**src/rtl/micro_sequencer_if.sv**
```systemverilog
// ---------------------------------------------------------------------------
// micro_sequencer_if : opcode/condition bus into the sequencer, address+flags out
// Revision 1.0
// ---------------------------------------------------------------------------
`default_nettype none

interface micro_sequencer_if;
  logic       stall;
  logic [2:0] inst;
  logic       cc;
  logic [7:0] d;
  logic [7:0] y;
  logic       cnt_z;
  logic       stk_full;
  logic       stk_empty;
  logic       stk_err;

  modport master (
    output stall, inst, cc, d,
    input  y, cnt_z, stk_full, stk_empty, stk_err
  );

  modport slave (
    input  stall, inst, cc, d,
    output y, cnt_z, stk_full, stk_empty, stk_err
  );
endinterface

`default_nettype wire

```
**src/rtl/micro_sequencer.sv**
```systemverilog
// ---------------------------------------------------------------------------
// micro_sequencer : 8-bit micro-address sequencer, 4-deep call stack, loop counter
// Revision 1.0
// ---------------------------------------------------------------------------
`default_nettype none

module micro_sequencer (
  input  logic             cp,
  input  logic             rst_lo,
  micro_sequencer_if.slave bus
);

  localparam logic [2:0] OP_JZ   = 3'd0;
  localparam logic [2:0] OP_CONT = 3'd1;
  localparam logic [2:0] OP_CJP  = 3'd2;
  localparam logic [2:0] OP_CJS  = 3'd3;
  localparam logic [2:0] OP_CRTN = 3'd4;
  localparam logic [2:0] OP_LDCT = 3'd5;
  localparam logic [2:0] OP_RPCT = 3'd6;
  localparam logic [2:0] OP_LOOP = 3'd7;

  localparam logic [2:0] C_SP_FULL = 3'd4;

  logic [7:0] r_upc;
  logic [7:0] r_cnt;
  logic [7:0] r_stk [0:3];
  logic [2:0] r_sp;
  logic       r_err;

  logic [7:0] w_inc;
  logic [7:0] w_tos;
  logic [1:0] w_tos_idx;
  logic       w_full;
  logic       w_empty;

  logic [7:0] w_upc_nxt;
  logic [7:0] w_cnt_nxt;
  logic [2:0] w_sp_nxt;
  logic       w_err_nxt;
  logic       w_push;

  assign w_inc     = r_upc + 8'd1;
  assign w_full    = (r_sp == C_SP_FULL);
  assign w_empty   = (r_sp == 3'd0);
  // sp of 4 maps to slot 3 through the 2-bit wrap; sp of 0 is never read
  assign w_tos_idx = r_sp[1:0] - 2'd1;
  assign w_tos     = r_stk[w_tos_idx];

  always_comb begin
    w_upc_nxt = w_inc;
    w_cnt_nxt = r_cnt;
    w_sp_nxt  = r_sp;
    w_err_nxt = r_err;
    w_push    = 1'b0;
    case (bus.inst)
      OP_JZ: begin
        w_upc_nxt = 8'd0;
        w_sp_nxt  = 3'd0;
      end
      OP_CONT: ;
      OP_CJP: begin
        if (bus.cc) w_upc_nxt = bus.d;
      end
      OP_CJS: begin
        if (bus.cc) begin
          w_upc_nxt = bus.d;
          if (w_full) begin
            w_err_nxt = 1'b1;
          end else begin
            w_push   = 1'b1;
            w_sp_nxt = r_sp + 3'd1;
          end
        end
      end
      OP_CRTN: begin
        if (bus.cc) begin
          if (w_empty) begin
            w_err_nxt = 1'b1;
          end else begin
            w_upc_nxt = w_tos;
            w_sp_nxt  = r_sp - 3'd1;
          end
        end
      end
      OP_LDCT: begin
        w_cnt_nxt = bus.d;
      end
      OP_RPCT: begin
        if (r_cnt != 8'd0) begin
          w_cnt_nxt = r_cnt - 8'd1;
          w_upc_nxt = bus.d;
        end
      end
      OP_LOOP: begin
        // empty stack flags an error whatever the condition says
        if (w_empty) begin
          w_err_nxt = 1'b1;
        end else if (bus.cc) begin
          w_sp_nxt = r_sp - 3'd1;
        end else begin
          w_upc_nxt = w_tos;
        end
      end
      default: ;
    endcase
  end

  // Stack slots are intentionally left out of the reset branch: only sp clears
  always_ff @(posedge cp or negedge rst_lo) begin
    if (!rst_lo) begin
      r_upc <= 8'd0;
      r_cnt <= 8'd0;
      r_sp  <= 3'd0;
      r_err <= 1'b0;
    end else if (!bus.stall) begin
      r_upc <= w_upc_nxt;
      r_cnt <= w_cnt_nxt;
      r_sp  <= w_sp_nxt;
      r_err <= w_err_nxt;
      if (w_push) r_stk[r_sp[1:0]] <= w_inc;
    end
  end

  assign bus.y         = r_upc;
  assign bus.cnt_z     = (r_cnt == 8'd0);
  assign bus.stk_full  = w_full;
  assign bus.stk_empty = w_empty;
  assign bus.stk_err   = r_err;

endmodule

`default_nettype wire
```
**src/flat_wrapper.sv**
```systemverilog
// flat-port wrapper written by rule: the top's interface ports become plain ports
module micro_sequencer_flat 
  (cp, rst_lo, bus_stall, bus_inst, bus_cc, bus_d, bus_y, bus_cnt_z, bus_stk_full, bus_stk_empty, bus_stk_err);
  micro_sequencer_if bus_i ();
  input  logic cp;
  input  logic rst_lo;
  input wire logic [$bits(bus_i.stall)-1:0] bus_stall;
  input wire logic [$bits(bus_i.inst)-1:0] bus_inst;
  input wire logic [$bits(bus_i.cc)-1:0] bus_cc;
  input wire logic [$bits(bus_i.d)-1:0] bus_d;
  output wire logic [$bits(bus_i.y)-1:0] bus_y;
  output wire logic [$bits(bus_i.cnt_z)-1:0] bus_cnt_z;
  output wire logic [$bits(bus_i.stk_full)-1:0] bus_stk_full;
  output wire logic [$bits(bus_i.stk_empty)-1:0] bus_stk_empty;
  output wire logic [$bits(bus_i.stk_err)-1:0] bus_stk_err;
  assign bus_i.stall = bus_stall;
  assign bus_i.inst = bus_inst;
  assign bus_i.cc = bus_cc;
  assign bus_i.d = bus_d;
  assign bus_y = bus_i.y;
  assign bus_cnt_z = bus_i.cnt_z;
  assign bus_stk_full = bus_i.stk_full;
  assign bus_stk_empty = bus_i.stk_empty;
  assign bus_stk_err = bus_i.stk_err;
  micro_sequencer u_core (.cp(cp), .rst_lo(rst_lo), .bus(bus_i));
endmodule
```
**config.mk**
```make
export PLATFORM = sky130hd
export DESIGN_NAME = micro_sequencer_flat
export DESIGN_NICKNAME = d
export VERILOG_FILES = /design/src/rtl/micro_sequencer_if.sv /design/src/rtl/micro_sequencer.sv /design/src/flat_wrapper.sv
export SDC_FILE = /design/constraint.sdc
export NUM_CORES = 1
export LEC_CHECK = 0
export CAP_MARGIN = 10
export CELL_PAD_IN_SITES_DETAIL_PLACEMENT = 1
export CELL_PAD_IN_SITES_GLOBAL_PLACEMENT = 1
export CORE_UTILIZATION = 46
export CTS_CLUSTER_DIAMETER = 40
export DETAILED_ROUTE_END_ITERATION = 10
export PLACE_DENSITY_LB_ADDON = 0.1
export SLEW_MARGIN = 20
export SYNTH_ARGS = -nofsm -noshare
export SYNTH_HDL_FRONTEND = slang
export SYNTH_SLANG_ARGS = --single-unit
```
**constraint.sdc**
```tcl
create_clock -name cp -period 2.8 [get_ports cp]
set_input_delay 0.84 -clock cp [delete_from_list [all_inputs] [get_ports cp]]
set_output_delay 0.84 -clock cp [all_outputs]
set_load 0.03 [all_outputs]
```
==> reports/results.ini <==
[placed_design]
dp_cells = 353
gp_congestion = 0.802
post-place-ws_ps = -145
io_buffers = 26
dpl-instance-area_mm2 = 0.00329

[synthesis]
mux_share_pct = 7.21
syn_inst = 245
ff_type = edfxtp_1
async_flop_share_pct = 38.5
synth-seq-area-share_pct = 52.7
synth_top_cell_by_count = edfxtp_1
syn_avg_cell_area_um2 = 11.3
syn_nets = 267
edf_count = 32
ys_sh_aoi_pct = 15.6
synthesis.area_mm2 = 0.00278
synth_flops = 52
ys_cells = 245
synth_chip_area_mm2 = 0.00278
synth-xor-area-share_pct = 2.21
synth_cell_types = 52
topCellsByArea = edfxtp_1 35%, dfrtp_1 18%, mux4_2 6.5%

[clocking]
cts_tree = done
clock_path_buffers = 2
htree_levels = 2
cts_resized = 2
post_cts_buffers = 0
clock.latency.late_pin_ps = 310
cts-root-buf = clkbuf_8
hold_buffers = 0

[routing]
ant_nets = 0
wl_met1_um = 3400
highest_layer = met4
first_iter_violations = 95
drt-total-wl_um = 6870
drc = 0
vias_per_cell = 5.77
wl_met2_um = 3140
dr.pass1.iters = 4

[hold_path]
hold_path_class = flip-flop to flip-flop
min_from = u_core.bus.stk_err

[grt]
grt_pass1_wl_um = 11200
grtUsageTotal_pct = 23.9
met3_usage_pct = 4.23
top_usage_layer = met2
met2_usage_pct = 37.5
overflow = 0
gr-usage-met1_pct = 34.1
grt_max_degree = 22

[finish]
largestClassByArea = sequential cells
clkCellAreaFrac_pct = 3.01
buf_share_pct = 14.1
regArea_mm2 = 0.00146
sh_comb_area_pct = 36.3
design_area_mm2 = 0.00341
combGateArea_mm2 = 0.00124
seq_cell_count = 52
area_growth_pct = 22.9
fin_nets = 312
seq-cell-share_pct = 42.8
final_core_util_pct = 60.1
instances_no_fill = 363
final_layout_size_suffix_gt1_share_pct = 17.2
logic_gates = 172
n_all_buffers = 49
inv_count = 10
n_fill_cell = 604
clock_buffers = 5

[run_status]
status = finished, final reports clean

[die]
die_y_um = 79.7
die_x_um = 79.7
chip_area_mm2 = 0.00635
ios = 27
tapCellCount = 72
core_mm2 = 0.00568
rows = 27

[worst_setup_path]
critPathLaunch = u_core.r_cnt[0]
critical_path_depth = 5
start_kind = flip-flop
slowest_stage = or4b_4
worstSetupEndpoint = bus_cnt_z
crit_required_ps = 1960
crit_arrival_ps = 1850
reg2reg_slack_ps = 460
timing.rr.end = u_core.r_cnt[0]
worstRegToRegCells = 8

[final_timing]
period_used_pct = 96.1
skew_ps = 11.0
finalHoldViolCount = 0
fmax_ghz = 0.372
slew_viol_final = 0
final-setup-viol-count = 0
timing.slew.headroom_pct = 63.1
rsz0062_at_grt = no
tightest_slew_ps = 549
holdWs_ps = 490
fin_ws_ps = 108
fin_setup_tns_ps = 0

[power]
power.density_mw_per_mm2 = 783
pg_clk_mw = 0.464
seq_power_share_pct = 40.1
combPwrFrac_pct = 42.6
intPower_mw = 1.64
total_power_mw = 2.67
power_top_consumer = combinational cells
switchingPower_mw = 1.04
powerComb_mw = 1.14
p_leak_nw = 1.31
p_seq_mw = 1.07

[job]
tool_warnings = 29

-- flip-flops by register name (all words and copies together), names as in the netlist --
signal / flops
u_core.r_cnt: 8
u_core.r_stk: 32
u_core.bus.y: 8
u_core.bus.stk_err: 1
u_core.r_sp: 3
-- worst min path at each step --
stage	end	depth (start not counted)	slack, ps
finish	u_core.bus.stk_err	1	490
global route	u_core.bus.stk_err	1	510
CTS	u_core.bus.stk_err	1	500
detailed placement	u_core.bus.stk_err	1	470
global placement	u_core.bus.stk_err	1	480
floorplan	u_core.r_cnt[7]	2	470
-- placed cells by master (no fill, tap or decap), drive strengths merged, types with 7 or more instances in the layout --
cell / n
edfxtp: 32
o21ai: 25
buf: 24
clkdlybuf4s50: 23
dfrtp: 20
nor2: 20
nand2: 18
inv: 11
a21oi: 10
a221oi: 9
mux4: 8
nand3: 7
==> images/gate_families.png <==
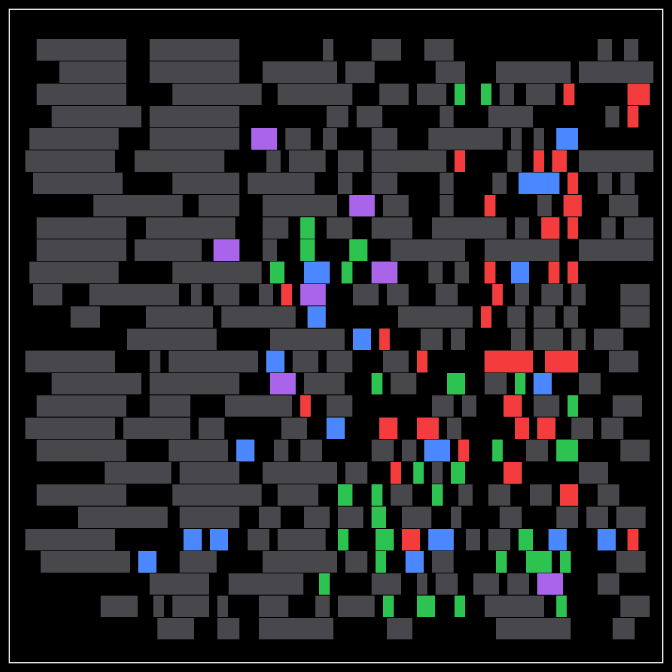
Key: purple = XOR/XNOR gates [cells 7, most used xnor2_1]; green = NAND gates [cells 31, most used nand2_1]; blue = AND and OR gates [cells 18, most used and2_1]; red = NOR gates [cells 33, most used nor2_1]

==> images/cell_classes.png <==
Scale bar: 20 um.
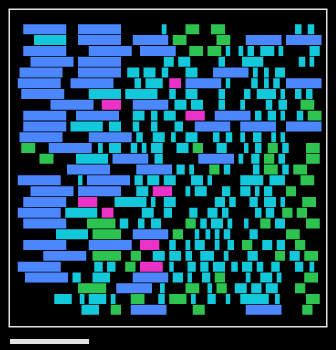
Key: cyan = all other logic [cells 182, share of their area 38%]; magenta = clock drivers and dummy loads [cells 8, share of their area 3.1%]; green = other buffers and delay cells [cells 49, share of their area 15%]; blue = flip-flops [cells 52, share of their area 44%]

==> images/registers.png <==
Scale bar: 20 um.
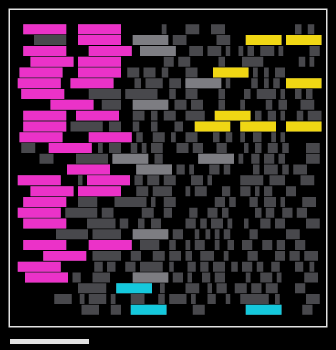
Key: cyan = u_core.r_sp [sequential cells 3]; magenta = u_core.r_stk [sequential cells 32, where a vertical strip on the left]; yellow = u_core.r_cnt [sequential cells 8]

==> images/clock_map.png <==
Scale bar: 20 um.
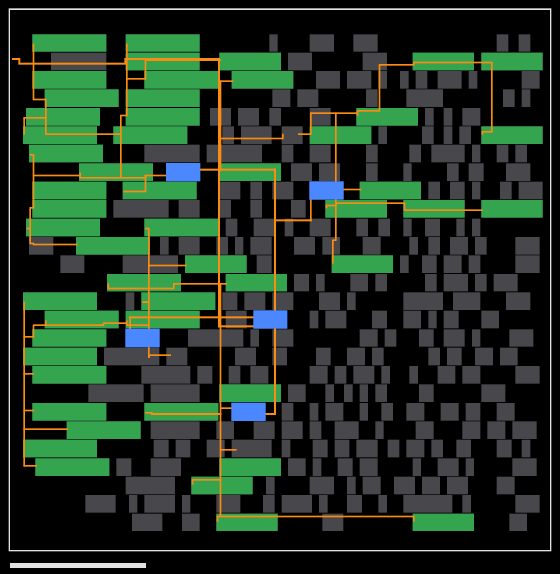
Key: orange = clock wires [length 617 um]; blue = cells driving clock nets [count 5]; green = flip-flops [count 52]
There are 6 routed clock nets.

